$ cat src/rtl/pkt_ingress_arb.sv
// Multi-port ingress arbiter: urgent-first round-robin with bounded starvation of
// normal traffic, feeding a scheduler enqueue port through a one-entry output stage.
module pkt_ingress_arb #(
  parameter int NPORT      = 4,
  parameter int DWIDTH     = 32,
  parameter int IWIDTH     = 32,
  parameter int STARVE_MAX = 8
) (
  input  logic                      clk,
  input  logic                      rst,
  input  logic                      arb_en,
  input  logic [NPORT-1:0]          req_valid,
  input  logic [NPORT-1:0]          req_urgent,
  input  logic [NPORT*IWIDTH-1:0]   req_info,
  input  logic [NPORT*DWIDTH-1:0]   req_data,
  output logic [NPORT-1:0]          req_ready,
  input  logic                      sch_ready,
  output logic                      sch_enque_en,
  output logic                      sch_ugr_en,
  output logic [IWIDTH-1:0]         sch_pkt_info,
  output logic [DWIDTH-1:0]         sch_data,
  output logic [$clog2(NPORT)-1:0]  grant_port
);

  localparam int PW = $clog2(NPORT);
  localparam logic [7:0]    STARVE_LIM = 8'(STARVE_MAX);
  localparam logic [PW-1:0] LAST_PORT  = PW'(NPORT - 1);

  typedef enum logic [0:0] {EMPTY = 1'b0, FULL = 1'b1} state_t;

  state_t            state_r, state_nxt_s;
  logic [PW-1:0]     u_ptr_r, n_ptr_r;
  logic [7:0]        starve_r;
  logic              ugr_r;
  logic [IWIDTH-1:0] info_r;
  logic [DWIDTH-1:0] data_r;
  logic [PW-1:0]     port_r;

  logic [NPORT-1:0]  u_set_s, n_set_s;
  logic [PW:0]       u_pick_s, n_pick_s;
  logic              pop_s, can_grant_s, grant_s, sel_normal_s;
  logic [PW-1:0]     winner_s, winner_inc_s;

  // First set bit of mask searching upward from ptr with wrap; MSB flags a hit.
  function automatic logic [PW:0] rr_pick(input logic [NPORT-1:0] mask,
                                          input logic [PW-1:0] ptr);
    logic [PW:0] res;
    int          idx;
    res = {(PW+1){1'b0}};
    for (int k = NPORT - 1; k >= 0; k--) begin
      idx = int'(ptr) + k;
      if (idx >= NPORT) idx = idx - NPORT;
      if (mask[idx]) res = {1'b1, PW'(idx)};
    end
    return res;
  endfunction

  // Class selection, winner search and grant qualification.
  always_comb begin
    u_set_s      = req_valid & req_urgent;
    n_set_s      = req_valid & ~req_urgent;
    u_pick_s     = rr_pick(u_set_s, u_ptr_r);
    n_pick_s     = rr_pick(n_set_s, n_ptr_r);
    pop_s        = (state_r == FULL) && sch_ready;
    can_grant_s  = arb_en && !rst && ((state_r == EMPTY) || pop_s);
    sel_normal_s = (n_set_s != {NPORT{1'b0}}) &&
                   ((u_set_s == {NPORT{1'b0}}) || (starve_r == STARVE_LIM));
    winner_s     = sel_normal_s ? n_pick_s[PW-1:0] : u_pick_s[PW-1:0];
    grant_s      = can_grant_s && (req_valid != {NPORT{1'b0}});
    if (winner_s == LAST_PORT) begin
      winner_inc_s = {PW{1'b0}};
    end else begin
      winner_inc_s = winner_s + PW'(1);
    end
    if (grant_s) begin
      req_ready = {{(NPORT-1){1'b0}}, 1'b1} << winner_s;
    end else begin
      req_ready = {NPORT{1'b0}};
    end
  end

  // Output stage next state.
  always_comb begin
    state_nxt_s = state_r;
    case (state_r)
      EMPTY:   state_nxt_s = grant_s ? FULL : EMPTY;
      FULL:    state_nxt_s = (pop_s && !grant_s) ? EMPTY : FULL;
      default: state_nxt_s = EMPTY;
    endcase
  end

  // State register and output stage load.
  always_ff @(posedge clk or posedge rst) begin
    if (rst) begin
      state_r <= EMPTY;
      ugr_r   <= 1'b0;
      info_r  <= {IWIDTH{1'b0}};
      data_r  <= {DWIDTH{1'b0}};
      port_r  <= {PW{1'b0}};
    end else begin
      state_r <= state_nxt_s;
      if (grant_s) begin
        ugr_r  <= req_urgent[winner_s];
        info_r <= req_info[int'(winner_s)*IWIDTH +: IWIDTH];
        data_r <= req_data[int'(winner_s)*DWIDTH +: DWIDTH];
        port_r <= winner_s;
      end
    end
  end

  // Round-robin pointers and starvation counter; the counter only climbs while
  // a normal request is actually being passed over.
  always_ff @(posedge clk or posedge rst) begin
    if (rst) begin
      u_ptr_r  <= {PW{1'b0}};
      n_ptr_r  <= {PW{1'b0}};
      starve_r <= 8'd0;
    end else if (grant_s) begin
      if (sel_normal_s) begin
        n_ptr_r  <= winner_inc_s;
        starve_r <= 8'd0;
      end else begin
        u_ptr_r <= winner_inc_s;
        if (n_set_s == {NPORT{1'b0}}) begin
          starve_r <= 8'd0;
        end else if (starve_r < STARVE_LIM) begin
          starve_r <= starve_r + 8'd1;
        end
      end
    end
  end

  assign sch_enque_en = (state_r == FULL);
  assign sch_ugr_en   = ugr_r;
  assign sch_pkt_info = info_r;
  assign sch_data     = data_r;
  assign grant_port   = port_r;

endmodule

$ cat config.mk
export PLATFORM = sky130hd
export DESIGN_NAME = pkt_ingress_arb
export DESIGN_NICKNAME = d
export VERILOG_FILES = /design/src/rtl/pkt_ingress_arb.sv
export SDC_FILE = /design/constraint.sdc
export NUM_CORES = 1
export LEC_CHECK = 0
export ABC_AREA = 0
export CORE_AREA = 2 2 132 134
export DETAILED_ROUTE_END_ITERATION = 10
export DIE_AREA = 0 0 134 136
export HOLD_SLACK_MARGIN = 0.03
export PLACE_DENSITY = 0.75
export RECOVER_POWER = 100
export SYNTH_ARGS = -nofsm -noshare
export SYNTH_HDL_FRONTEND = slang
export SYNTH_SLANG_ARGS = --single-unit
$ cat constraint.sdc
create_clock -name clk -period 4.85 [get_ports clk]
set_input_delay 0.97 -clock clk [delete_from_list [all_inputs] [get_ports clk]]
set_output_delay 0.97 -clock clk [all_outputs]
set_load 0.005 [all_outputs]
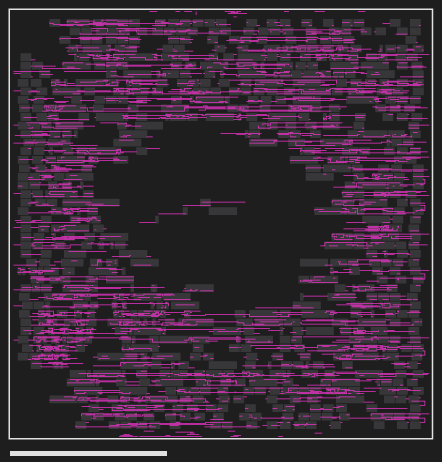
Run 1: met1 routing
Bar = 50 microns. Cells faint in the background.
share of all routed wire: 41%
main direction: horizontal
nets with wire on the layer: 905
number of vias after detailed routing: 5001
GR met1 Demand/Resource: 24.4%

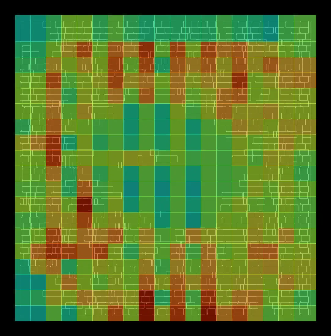
Run 1: routing congestion
met2 demand-to-capacity share in global routing: 33.4%
Most Crowded Layer GR: met2
met3 global-route usage: 4.85%
average wire per standard cell: 18.0 microns

==> qor_table.md, run 1 <==
| Quantity | Value |
| --- | --- |
| Total Power | 2.95 mW |
| Arrival time reported for the critical path endpoint | 3.73 ns |
| NumNets Final | 1054 |
| # diodes | 0 |
| Terminating pin of the worst hold path | sch_data[6] |
| Worst setup path category | in -> out |
| Setup slack, reg-to-reg | 0.92 ns |
| Max Cap Violations | 3 |
| Setup repair after global routing missed its margin | false |
| Number of standard cells reported by yosys | 462 |
| Vias in the first global route | 5110 |
| Clock buffer count from CTS | 9 |
| RR Startpoint | starve_r[4] |
| Violated checks | max-capacitance violations, max-slew violations |
| Worst skew pair latency | 0.33 ns |
| Sink Count | 80 |
| Number of cells upsized or downsized after cts | 0 |
| Max stage delay cell, worst path | dlygate4sd3_1 |
| Tool warning count | 29 |
| Number of flops mapped to enable cells by yosys | 0 |
| Power per Cell Area | 328 mW/mm^2 |
| Achievable frequency | 0.213 GHz |
| CTS tree | yes |
| Sequential Area | 0.00200 sq mm |
| Root Driver | clkbuf_16 |
| Antenna Nets Post-Route | 0 |
| Cell area after synthesis | 0.00527 sq mm |
| Top routing layer used | met4 |
| Worst Hold Depth | 2 |
| Final Critical Period | 4.70 ns |
| Most frequently placed logic cells in the final layout | clkdlybuf4s50_1 (266), mux2i_1 (130), dfrtp_1 (80) |
| Top cell type by instance count after synthesis | mux2i_1 |
| Routed length on met2 | 8940 microns |
| Aggregate global routing overflow | 0 |
| Count of H-tree levels built during CTS | 3 |
| Post-Synthesis Cells | 462 |
| Largest fanout on the critical path | 7 |
| Pin slew with the least headroom to its limit | 1.85 ns |
| Distinct lib cells | 41 |
| Die Span Y | 136 microns |
| Critical Path Start Type | input port |
| Number of detailed-routing iterations run before antenna repair | 5 |
| DIE AREA | 0.0182 sq mm |
| Final-layout setup total negative slack | 0 ns |
| Proportion of layout cells with a drive suffix above 1 | 8.89% |
| IO Port Bufs | 339 |
| Area of combinational cells with multiple inputs | 0.00294 sq mm |
| Fill cell count | 1531 |
| DRC marker count from the first detailed-route iteration | 170 |
| Core area | 0.0169 sq mm |
| Number of warnings reported in the yosys synthesis log | 0 |
| FP Rows | 48 |
| Final Max-Slew Violation Tally | 237 |
| Number of remaining DRC errors | 0 |
| Yosys-reported design area after synthesis | 0.00527 sq mm |
| Top cells by instance count after synthesis | mux2i_1 (130), dfrtp_1 (80), nand2_1 (71), o221ai_2 (49), o221ai_1 (15) |
| Quantity of hold-fixing buffers added after cts | 0 |
| Path type of the worst min-delay path | reg -> reg |
| Cell depth of the worst flop-to-flop path | 8 |
| Top-level port count | 340 |
| Maximum buffer depth of the clock tree | 2 |
| Post-Route M1 WL | 7560 microns |
| Synthesis-to-finish area growth | 70.5% |
| Pin count of the biggest net entering global routing | 130 |
| Critical R2R Capture | sch_data[1] |
| Post-detailed-route via-to-cell ratio | 4.94 |
| Mean area per synthesized cell | 11.4 sq um |
| Sequential cell area fraction in the yosys report | 38.0% |
| Worst vdd rail ir drop | 419 uV |
| Required time at the endpoint of the critical path | 3.88 ns |
| Outcome | complete, but fails checks |
| Clock tree skew after final layout | 0.00856 ns |
| Routed wl met3 | 1360 microns |
| Launch instance of the worst min-delay path | sch_data[6] |
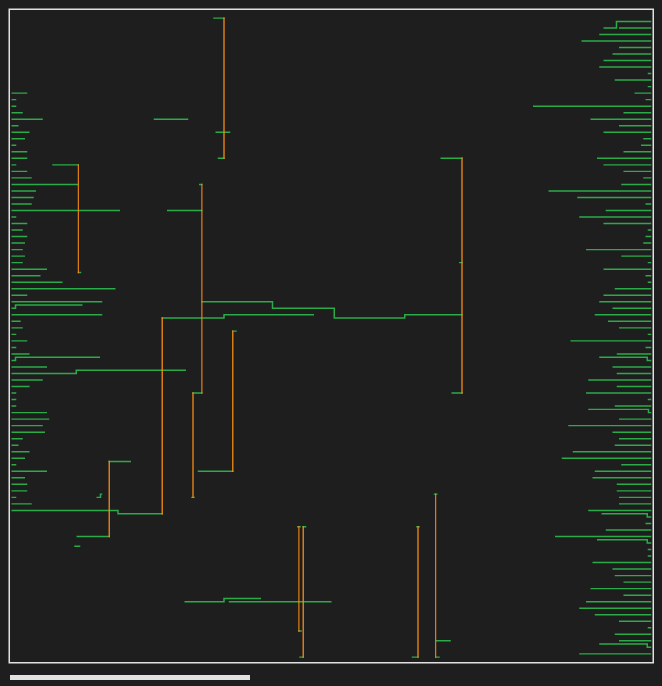
Run 1: routed metal, one color a layer
Bar = 50 microns. Only two layers are drawn.
| color | layer | wire length |
|---|---|---|
| green | M3 | 1360 microns |
| orange | M4 | 362 microns |
all-layer global routing usage: 19.6%
wirelength, routed: 18200 microns

## run 1: power breakdown
part / switching (mW) / internal (mW)
Sequential: 0.113 / 0.866
Clock: 0.257 / 0.373
Combinational: 0.559 / 0.779
## run 1: worst max-delay path: cells and delay by family
family | cells | cell delay (ns)
compound gates | 1 | 0.39
fa+ha+maj | 1 | 0.23
buf+inv | 3 | 1.14
simple gates | 4 | 1.00
## run 1: logic make-up after synthesis
family / after synthesis / synth area share [%]
multiplexers: 134 / 25.5
AND/OR/NAND/NOR: 112 / 9.92
AND-OR/OR-AND: 88 / 19.9
flip-flops: 80 / 38.0
buffers and inverters: 44 / 5.79
adder cells (fa/ha/maj): 3 / 0.712
XOR/XNOR: 1 / 0.166
## run 1: how the worst max path moves through the flow
stage / end / cells after the start / slack [ns]
3_5_place_dp: req_ready[3] / 9 / 0.21
4_1_cts: req_ready[3] / 9 / 0.21
3_3_place_gp: req_ready[3] / 9 / 0.25
5_1_grt: req_ready[3] / 9 / 0.07
2_1_floorplan: req_ready[0] / 5 / 0.57
6_report: req_ready[3] / 9 / 0.15
## run 1: stage by stage
step / util [%] / hold WS (ns) / cells / area [sq um] / setup slack, ns
2_1_floorplan: - / 0.464 / 462 / 5280 / 0.569
3_3_place_gp: 52.1 / 0.465 / 997 / 8790 / 0.252
3_5_place_dp: 52.1 / 0.471 / 997 / 8790 / 0.212
4_1_cts: 53.7 / 0.486 / 1012 / 9060 / 0.215
5_1_grt: 53.3 / 0.493 / 1012 / 8990 / 0.0676
6_report: 53.3 / 0.476 / 1012 / 8990 / 0.152
## run 1: final cells by class
class	count	area share, %
Clock buffer	15	2.98
Tap cell	225	3.13
Multi-Input combinational cell	338	32.7
Timing Repair Buffer	348	38.7
Inverter	6	0.265
Sequential cell	80	22.3
--- run 2 (diff from run 1) ---
--- a/config.mk
+++ b/config.mk
@@ -6,6 +6,7 @@
 export NUM_CORES = 1
 export LEC_CHECK = 0
 export ABC_AREA = 0
+export CAP_MARGIN = 10
 export CORE_AREA = 2 2 132 134
 export DETAILED_ROUTE_END_ITERATION = 10
 export DIE_AREA = 0 0 134 136
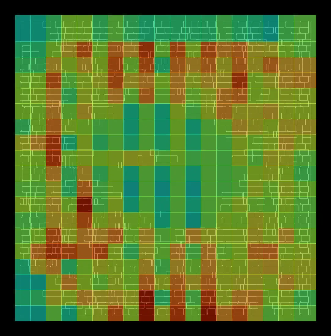
Run 2: routing congestion
Final Core Density: 53.3%

==> run 2 against run 1 <==
The flow still finishes with violations (max-capacitance violations, max-slew violations); core utilization stayed put; die area stayed put; count of clock-buffer cells in the layout stayed put; setup slack stayed put; cell count stayed put; register-to-register slack hardly changed; critical path type unchanged.
==> qor_table.md, run 2 <==
| Quantity | Value | Change |
| --- | --- | --- |
| Quantity of hold-fixing buffers added after cts | 0 | unchanged |
| Number of cells upsized or downsized after cts | 0 | unchanged |
| Number of warnings reported in the yosys synthesis log | 0 | unchanged |
| Pin count of the biggest net entering global routing | 130 | unchanged |
| Most frequently placed logic cells in the final layout | clkdlybuf4s50_1 (266), mux2i_1 (130), dfrtp_1 (80) |  |
| Mean area per synthesized cell | 11.4 sq um | unchanged |
| Root Driver | clkbuf_16 |  |
| Number of vias after detailed routing | 5001 | unchanged |
| Antenna Nets Post-Route | 0 | unchanged |
| Max Cap Violations | 3 | unchanged |
| Maximum buffer depth of the clock tree | 2 | unchanged |
| Violated checks | max-capacitance violations, max-slew violations |  |
| First-pass GRT wire length | 27800 microns |  |
| DRC marker count from the first detailed-route iteration | 170 | unchanged |
| Setup repair after global routing missed its margin | false |  |
| Post-Synthesis Cells | 462 | unchanged |
| Clock buffer count from CTS | 9 | unchanged |
| Clock tree skew after final layout | 0.00856 ns | unchanged |
| Arrival time reported for the critical path endpoint | 3.73 ns | about the same |
| Post-route worst hold slack | 0.476 ns | unchanged |
| Largest fanout on the critical path | 7 | unchanged |
| Path type of the worst min-delay path | reg -> reg |  |
| Final Max-Slew Violation Tally | 237 | unchanged |
| Sequential cell area fraction in the yosys report | 38.0% | unchanged |
| All-layer global routing usage | 19.6% | unchanged |
| Number of detailed-routing iterations run before antenna repair | 5 | unchanged |
| Final Critical Period | 4.70 ns | unchanged |
| IO Port Bufs | 339 | unchanged |
| Average wire per standard cell | 18.0 microns | unchanged |
| Dominant register cell in the synthesized netlist | dfrtp_1 |  |
| Synthesis-to-finish area growth | 70.5% | unchanged |
| Tool warning count | 29 | unchanged |
| Number of standard cells reported by yosys | 462 | unchanged |
| Critical Path Start Type | input port |  |
| Die Span Y | 136 microns | unchanged |
| Final-layout setup total negative slack | 0 ns | unchanged |
| CTS tree | yes |  |
| Vias in the first global route | 5110 | unchanged |
| Post-detailed-route via-to-cell ratio | 4.94 | unchanged |
| Pin slew with the least headroom to its limit | 1.85 ns | unchanged |
| NumNets Final | 1054 | unchanged |
| Power per Cell Area | 328 mW/mm^2 | unchanged |
| DIE AREA | 0.0182 sq mm | unchanged |
| Outcome | complete, but fails checks |  |
| Worst vdd rail ir drop | 419 uV | unchanged |
| Required time at the endpoint of the critical path | 3.88 ns | about the same |
| Achievable frequency | 0.213 GHz | unchanged |
| Combined buffer and inverter count along the critical path | 3 | unchanged |
| Top cells by instance count after synthesis | mux2i_1 (130), dfrtp_1 (80), nand2_1 (71), o221ai_2 (49), o221ai_1 (15) |  |
| Number of flops mapped to enable cells by yosys | 0 | unchanged |
| Proportion of layout cells with a drive suffix above 1 | 8.89% | unchanged |
| Number of remaining DRC errors | 0 | unchanged |
| Family with the most delay on the worst path | buffers and inverters |  |
| Top-level port count | 340 | unchanged |
| Worst skew pair latency | 0.33 ns | about the same |
| Total Power | 2.95 mW | unchanged |
| FP Rows | 48 | unchanged |
| Max stage delay cell, worst path | dlygate4sd3_1 |  |
| Distinct lib cells | 41 | unchanged |
| Top cell type by instance count after synthesis | mux2i_1 |  |
| Sink Count | 80 | unchanged |
==> run 2: cell counts in the layout (fill, tap and decap cells not counted) <==
No cell type changed its count.
==> run 2: cell families (layout without fill, tap and decap cells) <==
group           count (synthesis)  after routing  share of synthesized area, %
mux                           134            134                          25.5
compound gates                 88             88                          19.9
fa+ha+maj                       3              3                         0.712
buf+inv                        44            369                          5.79
simple gates                  112            112                          9.92
flops                          80             80                          38.0
xor+xnor                        1              1                         0.166
==> run 2: cell type report <==
class                   instances  area, sq um
multi-input cells             338         2940
fillers                      1531         7890
flip-flops and latches         80         2000
clock buffers                  15          268
inverters                       6         23.8
well taps                     225          282
repair buffers                348         3480
==> run 2: path summary, 6_finish.rpt <==
check,cells after the start,slack (ns),from,end
max,9,0.15,req_valid[1],req_ready[3]
min,2,0.48,sch_data[6],sch_data[6]
max reg2reg,8,0.92,starve_r[4],sch_data[1]
min reg2reg,2,0.48,sch_data[6],sch_data[6]
max in group asynchronous,4,0.89,rst,sch_pkt_info[17]
min in group asynchronous,3,1.85,rst,sch_data[27]
==> run 2: per-stage QoR <==
stage               cells  setup slack (ns)  instance area (sq um)
floorplan             462             0.569                   5280
CTS                  1012             0.215                   9060
global placement      997             0.252                   8790
finish               1012             0.152                   8990
global route         1012            0.0676                   8990
detailed placement    997             0.212                   8790
==> run 2: power by group <==
part           total (mW)  internal, mW  switching (mW)
clock               0.630         0.373           0.257
combinational        1.34         0.779           0.559
sequential          0.979         0.866           0.113
==> run 2: per-layer routing <==
layer	vias to the layer above	GRT usage (%)	share of wire (%)
met5	-	0	0
met4	0	6.15	2.0
met3	28	4.85	7.5
met2	202	33.4	49
met1	2360	24.4	41
li1	2411	-	-
No activity file was given, so power comes from the tool's default toggle rates.
